<file path="src/rtl/mod_pkg.sv">
// Shared types and defaults for the modulo issue stage.
// Holds the FSM state enum, width and timeout defaults (MOD_TIMEOUT_EN user).
package mod_pkg;

    localparam int MOD_WIDTH           = 32;
    localparam int MOD_TIMEOUT_DEFAULT = 64;

    typedef enum logic [1:0] {
        IDLE  = 2'd0,
        ISSUE = 2'd1,
        WAIT  = 2'd2,
        HOLD  = 2'd3
    } mod_state_t;

endpackage

</file>
<file path="src/rtl/mod_issue.sv">
// Issue/handshake stage ahead of the modulo datapath: latches a request,
// bypasses b==0 and a<b locally, starts the datapath, holds the result.
// Ports: clk, reset (async, active-low); in_valid/in_ready/in_a/in_b request;
// dp_a/dp_b/dp_start/dp_done/dp_result datapath; out_valid/out_ready/
// out_result/out_dz/out_timeout response. Macro MOD_TIMEOUT_EN bounds WAIT.
module mod_issue
    import mod_pkg::*;
#(
    parameter int WIDTH          = MOD_WIDTH,
    parameter int TIMEOUT_CYCLES = MOD_TIMEOUT_DEFAULT
) (
    input  logic             clk,
    input  logic             reset,
    input  logic             in_valid,
    output logic             in_ready,
    input  logic [WIDTH-1:0] in_a,
    input  logic [WIDTH-1:0] in_b,
    output logic [WIDTH-1:0] dp_a,
    output logic [WIDTH-1:0] dp_b,
    output logic             dp_start,
    input  logic             dp_done,
    input  logic [WIDTH-1:0] dp_result,
    output logic             out_valid,
    input  logic             out_ready,
    output logic [WIDTH-1:0] out_result,
    output logic             out_dz,
    output logic             out_timeout
);

    mod_state_t       state;
    logic [WIDTH-1:0] op_a;
    logic [WIDTH-1:0] op_b;
    logic [WIDTH-1:0] res;
    logic             dz;
    logic             expire;

    // Reset is folded in so in_ready stays low while reset is held,
    // even though the state register already reads IDLE.
    assign in_ready   = (state == IDLE) && reset;
    assign out_valid  = (state == HOLD);
    assign dp_start   = (state == ISSUE);
    assign dp_a       = op_a;
    assign dp_b       = op_b;
    assign out_result = res;
    assign out_dz     = dz;

`ifdef MOD_TIMEOUT_EN
    localparam int CW = $clog2(TIMEOUT_CYCLES + 1);

    logic [CW-1:0] cnt;
    logic          to_q;

    // cnt counts completed WAIT cycles; expiry on the last allowed one.
    assign expire      = (state == WAIT) && (cnt == CW'(TIMEOUT_CYCLES - 1));
    assign out_timeout = to_q;

    always_ff @(posedge clk or negedge reset) begin
        if (!reset) begin
            cnt <= '0;
        end else if (state != WAIT) begin
            cnt <= '0;
        end else begin
            cnt <= cnt + CW'(1);
        end
    end

    always_ff @(posedge clk or negedge reset) begin
        if (!reset) begin
            to_q <= 1'b0;
        end else if (state == WAIT && expire && !dp_done) begin
            to_q <= 1'b1;
        end else if (state == HOLD && out_ready) begin
            to_q <= 1'b0;
        end
    end
`else
    assign expire      = 1'b0;
    assign out_timeout = 1'b0;
`endif

    always_ff @(posedge clk or negedge reset) begin
        if (!reset) begin
            state <= IDLE;
            op_a  <= '0;
            op_b  <= '0;
            res   <= '0;
            dz    <= 1'b0;
        end else begin
            unique case (state)
                IDLE: begin
                    if (in_valid) begin
                        op_a <= in_a;
                        op_b <= in_b;
                        if (in_b == '0) begin
                            res   <= in_a;
                            dz    <= 1'b1;
                            state <= HOLD;
                        end else if (in_a < in_b) begin
                            res   <= in_a;
                            state <= HOLD;
                        end else begin
                            state <= ISSUE;
                        end
                    end
                end
                ISSUE: begin
                    state <= WAIT;
                end
                WAIT: begin
                    // done beats a simultaneous expiry
                    if (dp_done) begin
                        res   <= dp_result;
                        state <= HOLD;
                    end else if (expire) begin
                        res   <= '0;
                        state <= HOLD;
                    end
                end
                HOLD: begin
                    if (out_ready) begin
                        dz    <= 1'b0;
                        state <= IDLE;
                    end
                end
            endcase
        end
    end

endmodule

</file>
<file path="config.mk">
export PLATFORM = sky130hd
export DESIGN_NAME = mod_issue
export DESIGN_NICKNAME = d
export VERILOG_FILES = /design/src/rtl/mod_pkg.sv /design/src/rtl/mod_issue.sv
export SDC_FILE = /design/constraint.sdc
export NUM_CORES = 1
export LEC_CHECK = 0
export CORE_ASPECT_RATIO = 2
export CORE_MARGIN = 3
export CORE_UTILIZATION = 40
export CTS_CLUSTER_SIZE = 28
export DETAILED_ROUTE_END_ITERATION = 10
export GPL_TIMING_DRIVEN = 1
export PLACE_DENSITY = 0.82
export SLEW_MARGIN = 10
export SYNTH_ARGS = -nofsm -noshare
export SYNTH_HDL_FRONTEND = slang
export SYNTH_SLANG_ARGS = --single-unit
</file>
<file path="constraint.sdc">
create_clock -name clk -period 4.4 [get_ports clk]
set_input_delay 0.88 -clock clk [delete_from_list [all_inputs] [get_ports clk]]
set_output_delay 0.88 -clock clk [all_outputs]
set_load 0.02 [all_outputs]
</file>
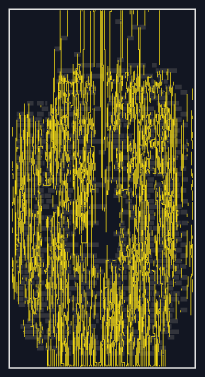
**Above:** run 1 (signal wires on met2).
Scale: 2 px per µm. Cells faint in the background.
The layer holds 53% of the routed length. 824 nets have wire on it. The longest straight run is 83.3 µm. The wires run mostly vertical.
met2 usage in global routing: 0.468
drt total wl: 20800 µm
DR vias: 5693

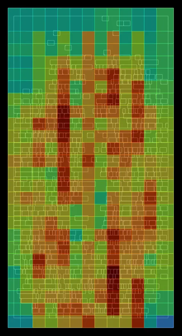
**Above:** run 1 (routing congestion map).
GR peak layer: met2
M3 GR Usage: 0.0414
Final Util: 0.579
routed len/inst: 20.9 µm
global-route usage over all layers: 0.258

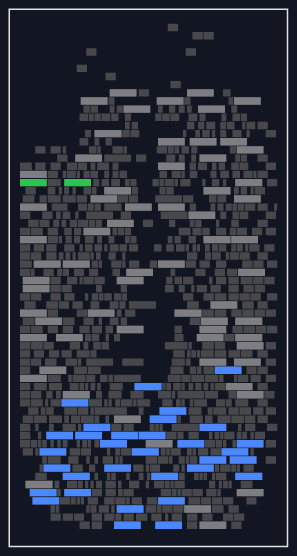
**Above:** run 1 (where the registers sit).
Scale: 3 px per µm. Other sequential cells in the stronger gray, the rest of the logic in the fainter gray.
Blue marks dp_b, placed flops 32, where a horizontal strip, bottom. Green marks state, placed flops 2.
Another 65 sequential cells are not colored.
FF/Latch Area: 2480 µm²
Seq group: 1.69 mW

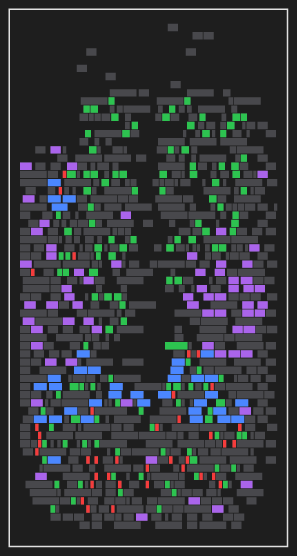
**Above:** run 1 (selected gate families).
Scale: 3 px per µm.
Green marks aoi and oai cells, cells 124. Blue marks fa/ha/maj cells, cells 35. Purple marks mux cells, cells 65. Red marks inv cells, cells 37.
Comb area share: 0.369
Commonest Layout Cell: clkdlybuf4s50_1

==> flow_summary.ini, run 1 <==
; physical design summary
[sta]
clock_skew_ps = 7.34
fmax_mhz = 315
min_period_ps = 3170
worstMarginPinSlew_ps = 917

[power_and_ir_drop]
p_per_area_nw_per_um2 = 741
switchingPower_mw = 2.66
p_int_mw = 3.57
vdd_drop_max_mv = 0.657

[worst_setup_path]
r2r_end = out_result[12]
r2r_slack_ps = 2050
worstPathRequired_ps = 4680
arrival_ps = 3460
critPathMaxStageDelay_ps = 490
worstPathMaxFanout = 25
cp_slowest_cell = clkdlybuf4s50_1
r2r_cells = 8
crit_cells = 10

[grt]
grt_pass1_wl_um = 32700
antenna_found_initial = 0

[synthesis]
synth-seq-area-share = 0.416
yosysMostFrequentCell = dfrtp_1
async_flop_share = 1.00
ys_top_cells_by_count = dfrtp_1, nand2_1, nor2_1
topCellsByArea = dfrtp_1, ha_1, mux2_2

[min_path]
whs_endpoint = dp_b[30]
whs_path_depth = 2
hold_path.class = register to register

[final_layout]
areaGrowthSynthToFinish_pct = 41.1
nets = 932
insertedDiodeCount = 0

[outcome]
status = complete, no violations

[route]
dr.pass1.iters = 4

[clock_network]
htreeDepth = 3

[flow_run]
drv_cap = 0
warnings = 29
-- run 1: cell usage in the layout (no fill, tap or decap), types with 2 or more instances in the layout --
cell / Yosys / layout
a211oi_1: 2 / 2
a21o_1: 2 / 2
a21oi_1: 10 / 10
a221oi_1: 2 / 2
a22o_1: 32 / 32
a31oi_1: 33 / 33
and2_1: 2 / 2
buf_4: 1 / 15
clkbuf_16: 0 / 9
clkdlybuf4s50_1: 0 / 199
clkinv_4: 0 / 2
dfrtp_1: 99 / 99
ha_1: 35 / 34
inv_1: 37 / 37
inv_8: 0 / 2
mux2_2: 33 / 33
mux2i_1: 32 / 32
nand2_1: 41 / 40
nand2b_1: 3 / 3
nand3_1: 34 / 34
nand4_1: 37 / 37
nor2_1: 40 / 38
nor3_1: 2 / 2
nor4_1: 8 / 8
o211ai_1: 34 / 34
o21ai_0: 36 / 36
o21ai_1: 3 / 3
-- run 1: flip-flops by register name, summed over array words and instances (netlist names) --
name	count
dp_b	32
out_result	32
out_dz	1
state	2
dp_a	32
-- run 1: power by group through the flow --
stage,logic (mW),clock network [mW],registers (mW)
3_5_place_dp,3.68,0,1.71
6_report,3.67,0.865,1.69
2_1_floorplan,1.68,0,2.21
5_1_grt,3.96,0.909,1.76
4_1_cts,3.69,0.876,1.70
3_3_place_gp,3.61,0,1.69
-- run 1: kinds of logic after synthesis --
kind of cell    count (synthesis)  share of synthesized area
compound gates                162                      0.188
mux                            65                      0.116
buf+inv                        88                     0.0655
flops                          99                      0.416
simple gates                  171                      0.140
other cells                     1                   0.000630
fa+ha+maj                      35                     0.0735
-- run 1: area by class of cell --
class                      count  area (µm²)
fill                        1292        6100
multi-input combinational    434        3100
sequential                    99        2480
timing repair buffer         215        2120
tap                          192         240
clock buffer                   9         225
inverter                      37         139
clock inverter                 7        95.1
==> inputs of run 2 (changes only) <==
Settings changed: PLACE_DENSITY 0.82 to 0.85.
Clock period 4.4 ns to 2.8 ns, I/O delays scaled along.
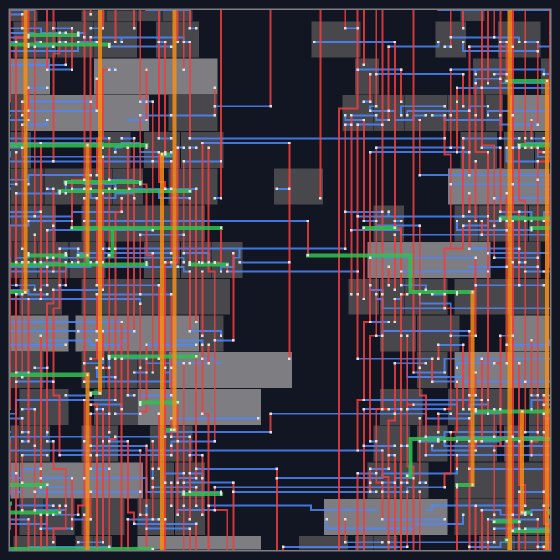
**Above:** run 2 (layout detail).
Window x 26 to 66, y 105 to 145 µm. Cells in gray, sequential cells in the stronger gray; small squares are vias.
Green marks M3. Red marks M2. Blue marks M1. Orange marks M4.
Most frequent: o211ai_1 (15), nand4_1 (13), a22o_1 (13). Sequential cells in the window: 10. 92 logic cells have their middle in the window. Netlist names of flops here include out_result (10).

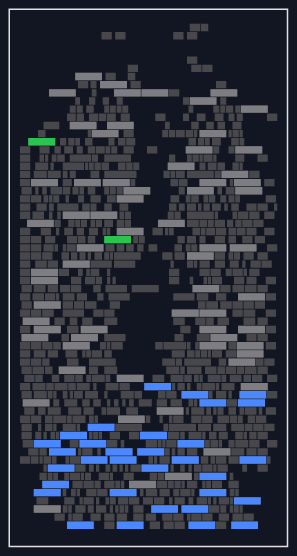
**Above:** run 2 (where the registers sit).
Scale: 3 px per µm. Other sequential cells in the stronger gray, the rest of the logic in the fainter gray.
Blue marks dp_b, placed flops 32, where a horizontal strip, bottom. Green marks state, placed flops 2.
Seq/total area: 0.280
Final Util: 0.609
Seq group: 2.71 mW

==> run 2 against run 1 <==
Critical path depth increased by 1. Power up 61%. Design area up 5.2%. Via count rose by 4.8%. Clock skew is 2.5 ps higher. Clock-buffer cell count rose by 2. Flip-flop count unchanged. Sequential power grew about 60%. Final cell count up 4.4%. Non-clock buffer count rose by 44.
==> flow_summary.ini, run 2 <==
; physical design summary
[outcome]
status = complete, no violations

[route]
num_vias = 5966
routed_via_density = 5.75
wl_per_cell_um = 20.6
dr.pass1.iters = 5
totalWireLength_um = 21300

[power_and_ir_drop]
power_frac_clock = 0.131
vdd_drop_max_mv = 1.21
switchingPower_mw = 4.24
p_per_area_nw_per_um2 = 1130
p_int_mw = 5.77

[sta]
worstMarginPinSlew_ps = 776
min_period_ps = 2620
whs_ps = 324
clock_skew_ps = 9.89

[synthesis]
topCellsByArea = dfrtp_1, ha_1, mux2_2
xor_area_frac = 0
aoi_share = 0.188
async_flop_share = 1.00
synth-seq-area-share = 0.416
yosysMostFrequentCell = dfrtp_1
ys_top_logic_family = AND-OR/OR-AND gates
synth-adder-area-share = 0.0735
ys_top_cells_by_count = dfrtp_1, nand2_1, nor2_1
mux_share = 0.116
ys_sh_simple = 0.140

[worst_setup_path]
arrival_ps = 2830
worstPathRequired_ps = 3020
cp_slowest_cell = clkdlybuf4s50_1
crit_type = input pin to register
worstPathMaxFanout = 32
path_cells = clkdlybuf4s50_1 > inv_1 > ha_1 > nand4_2 > nor4_2 > a221o_1 > buf_4 > nor2_2 > buf_12 > o211ai_1 > nand3_1
startpoint_type = input pin
critPathMaxStageDelay_ps = 510

[final_layout]
areaGrowthSynthToFinish_pct = 48.4
nets = 976
layout.cells.most_common = clkdlybuf4s50_1
layout_top_cells = clkdlybuf4s50_1, dfrtp_1, buf_4, nand2_1, nor2_1
insertedDiodeCount = 0
comb_area_um2 = 3100
fillers = 1237
seqCellArea_um2 = 2480

[grt]
grt_pass1_wl_um = 33600
antenna_found_initial = 0

[flow_run]
drv_cap = 0
warnings = 29

[min_path]
hold_path.class = input pin to asynchronous set/reset pin

[clock_network]
clk_latency_ps = 350

[floorplan]
coreArea_um2 = 14500
-- run 2: metrics by stage --
step / setup TNS [ps] / cell area [µm²]
after floorplan: 0 / 5960
after global placement: -3590 / 8530
after detailed placement: -4740 / 8530
after CTS: 0 / 8840
after global routing: 0 / 8840
final: 0 / 8840
-- run 2: cell families after synthesis --
| family | after synthesis |
|---|---|
| other | 1 |
| AOI/OAI and AO/OA | 162 |
| buffers and inverters | 88 |
| muxes | 65 |
| DFF | 99 |
| and+or+nand+nor | 171 |
| adders and majority gates | 35 |
-- run 2: cell type report --
class | count | area share
Multi-Input combinational cell | 434 | 0.351
Sequential cell | 99 | 0.280
Clock buffer | 11 | 0.0275
Clock inverter | 5 | 0.00765
Inverter | 37 | 0.0157
Tap cell | 192 | 0.0272
Timing Repair Buffer | 259 | 0.291
-- run 2: per-layer routing --
layer	share of wire	track usage
met3	0.061	0.0485
met4	0.050	0.139
met1	0.34	0.285
met5	0	0
met2	0.55	0.484
-- run 2: final timing paths --
kind                          start        endpoint  slack (ps)  depth (start not counted)
setup / recovery           in_b[30]  out_result[12]         180                         11
hold / removal                reset  out_result[24]         320                          2
setup reg to reg           state[1]  out_result[19]         560                          8
hold reg to reg            dp_b[19]        dp_b[19]         480                          2
max in group asynchronous     reset   out_result[3]        1260                          3
min in group clk           dp_b[19]        dp_b[19]         480                          2
-- run 2: power groups by stage --
stage	clock network [mW]	logic, mW	registers (mW)
5_1_grt	1.41	6.44	2.80
6_report	1.31	5.98	2.71
3_5_place_dp	0	5.97	2.72
2_1_floorplan	0	2.64	3.47
4_1_cts	1.34	6.00	2.71
3_3_place_gp	0	5.83	2.69
==> inputs of run 3 (changes only) <==
Settings changed: SETUP_SLACK_MARGIN set to 0.05.
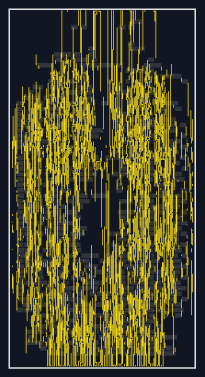
**Above:** run 3 (signal wires on met2).
Scale: 2 px per µm. Cells faint in the background.
The longest straight run is 66.6 µm. 883 nets have wire on it. The wires run mostly vertical. The layer holds 54% of the routed length. The layer carries 11600 µm of wire.

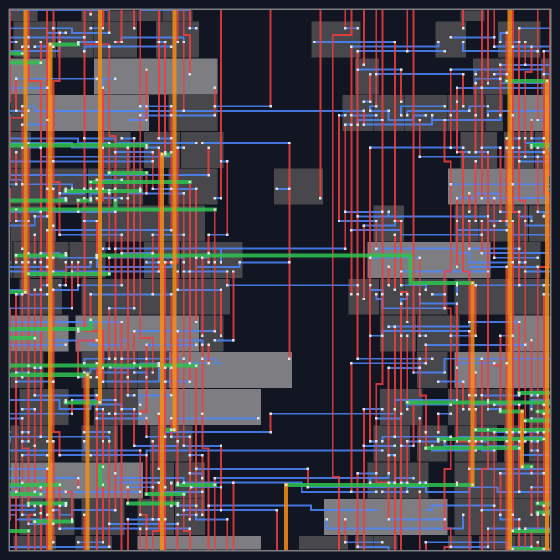
**Above:** run 3 (layout detail).
Window x 26 to 66, y 105 to 145 µm. Cells in gray, sequential cells in the stronger gray; small squares are vias.
Green marks M3. Blue marks M1. Red marks M2. Orange marks M4.
Sequential cells in the window: 10. Most frequent: o211ai_1 (15), nand4_1 (13), a22o_1 (13). Netlist names of flops here include out_result (10). 92 logic cells have their middle in the window.

==> run 3 against run 2 <==
Clock power about the same. Sequential share of layout area decreased by 0.059 points. Flip-flop count unchanged. Routed wire length increased by 0.44%. Maximum frequency decreased by 1.6%. Largest cell class unchanged.
==> flow_summary.ini, run 3 <==
; physical design summary
[floorplan]
coreArea_um2 = 14500

[sta]
whs_ps = 324
min_period_ps = 2660
worstMarginPinSlew_ps = 775
clock_skew_ps = 13.0
fmax_mhz = 376
setup_violations = 0

[worst_setup_path]
crit_path_start = in_b[30]
path_cells = clkdlybuf4s50_1 > inv_1 > ha_1 > a21oi_2 > nand2_1 > a221o_1 > or2_1 > buf_12 > a31oi_1 > nand3_1
r2r_end = out_result[19]
r2r-start = state[1]
cp_top_family = AND-OR/OR-AND gates
r2r_slack_ps = 550
arrival_ps = 2890
crit_cells = 10
startpoint_type = input pin
critPathMaxStageDelay_ps = 510
crit_buf_inv = 3
r2r_cells = 8
crit_end = out_result[19]
worstPathRequired_ps = 3030
worstPathMaxFanout = 32
cp_slowest_cell = clkdlybuf4s50_1
crit_type = input pin to register

[outcome]
status = complete, no violations

[power_and_ir_drop]
p_seq_frac = 0.270
p_int_mw = 5.77
p_per_area_nw_per_um2 = 1130
switchingPower_mw = 4.25
vdd_drop_max_mv = 1.22
power_frac_clock = 0.131

[route]
dr.pass1.iters = 5
wl_per_cell_um = 20.7
totalWireLength_um = 21400
routed_via_density = 5.81
num_vias = 6027

[grt]
grt-ovfl-total = 0
grt_pass1_wl_um = 33600
grt_max_degree = 81
grt_usage = 0.264
antenna_found_initial = 0

[flow_run]
drv_cap = 0
warnings = 30

[clock_network]
cts_buffers = 9
postCtsSetupBuffers = 0
htreeDepth = 3
cts_tree = built
clk_latency_ps = 350

[synthesis]
yosys_warnings = 0
yosysTopAreaCell = dfrtp_1
async_flop_share = 1.00
synth-seq-area-share = 0.416
syn_nets = 757
avgSynthCellArea_um2 = 9.59
yosysMostFrequentCell = dfrtp_1
topCellsByArea = dfrtp_1, ha_1, mux2_2
ys_top_cells_by_count = dfrtp_1, nand2_1, nor2_1

[final_layout]
insertedDiodeCount = 0
comb_area_um2 = 3120
layout_top_cells = clkdlybuf4s50_1, dfrtp_1, buf_4, nand2_1, nor2_1
fin_util = 0.610
layout.cells.most_common = clkdlybuf4s50_1
nets = 976
seqCellArea_um2 = 2480
fillers = 1232
areaGrowthSynthToFinish_pct = 48.7

[place]
post-place-ws_ps = -178
place.gp.congestion = 0.868
dp_hpwl_um = 16000

[min_path]
hold_path.class = input pin to asynchronous set/reset pin
## run 3: cell counts in the layout (fill, tap and decap cells not counted)
No cell type changed its count.
## run 3: logic make-up after synthesis
group / after synthesis / synth area share
other cells: 1 / 0.000630
fa+ha+maj: 35 / 0.0735
flops: 99 / 0.416
simple gates: 171 / 0.140
buf+inv: 88 / 0.0655
mux: 65 / 0.116
compound gates: 162 / 0.188
## run 3: through the flow
| stage | instances | total power, mW | cell area (µm²) | setup TNS (ps) |
|---|---|---|---|---|
| floorplan | 621 | 6.11 | 5960 | 0 |
| global placement | 1021 | 8.52 | 8530 | -3590 |
| detailed placement | 1021 | 8.69 | 8530 | -4740 |
| CTS | 1037 | 10.0 | 8840 | 0 |
| global route | 1037 | 10.7 | 8860 | 0 |
| finish | 1037 | 10.0 | 8860 | 0 |
## run 3: final cells by class
class                      count  area share
tap                          192      0.0271
sequential                    99       0.280
clock buffer                  11      0.0274
inverter                      37      0.0157
multi-input combinational    434       0.352
clock inverter                 5     0.00763
timing repair buffer         259       0.290
## run 3: repair_timing
item	4_1_cts	5_1_grt
hold buffers	0	0
setup endpoints to repair	0	2
resized	0	3
## run 3: metal layers
layer	track usage	routed length [µm]	up-vias	share of wire
li1	-	-	2750	-
met1	0.285	7350	2909	0.34
met2	0.484	11600	303	0.54
met3	0.0485	1350	65	0.063
met4	0.139	1130	0	0.053
met5	0	0	-	0
## run 3: power groups by stage
stage | Sequential (mW) | Clock, mW | Combinational, mW
2_1_floorplan | 3.47 | 0 | 2.64
3_3_place_gp | 2.69 | 0 | 5.83
3_5_place_dp | 2.72 | 0 | 5.97
4_1_cts | 2.71 | 1.34 | 6.00
5_1_grt | 2.80 | 1.41 | 6.45
6_report | 2.71 | 1.32 | 5.99
Power and IR drop assume default switching activity.
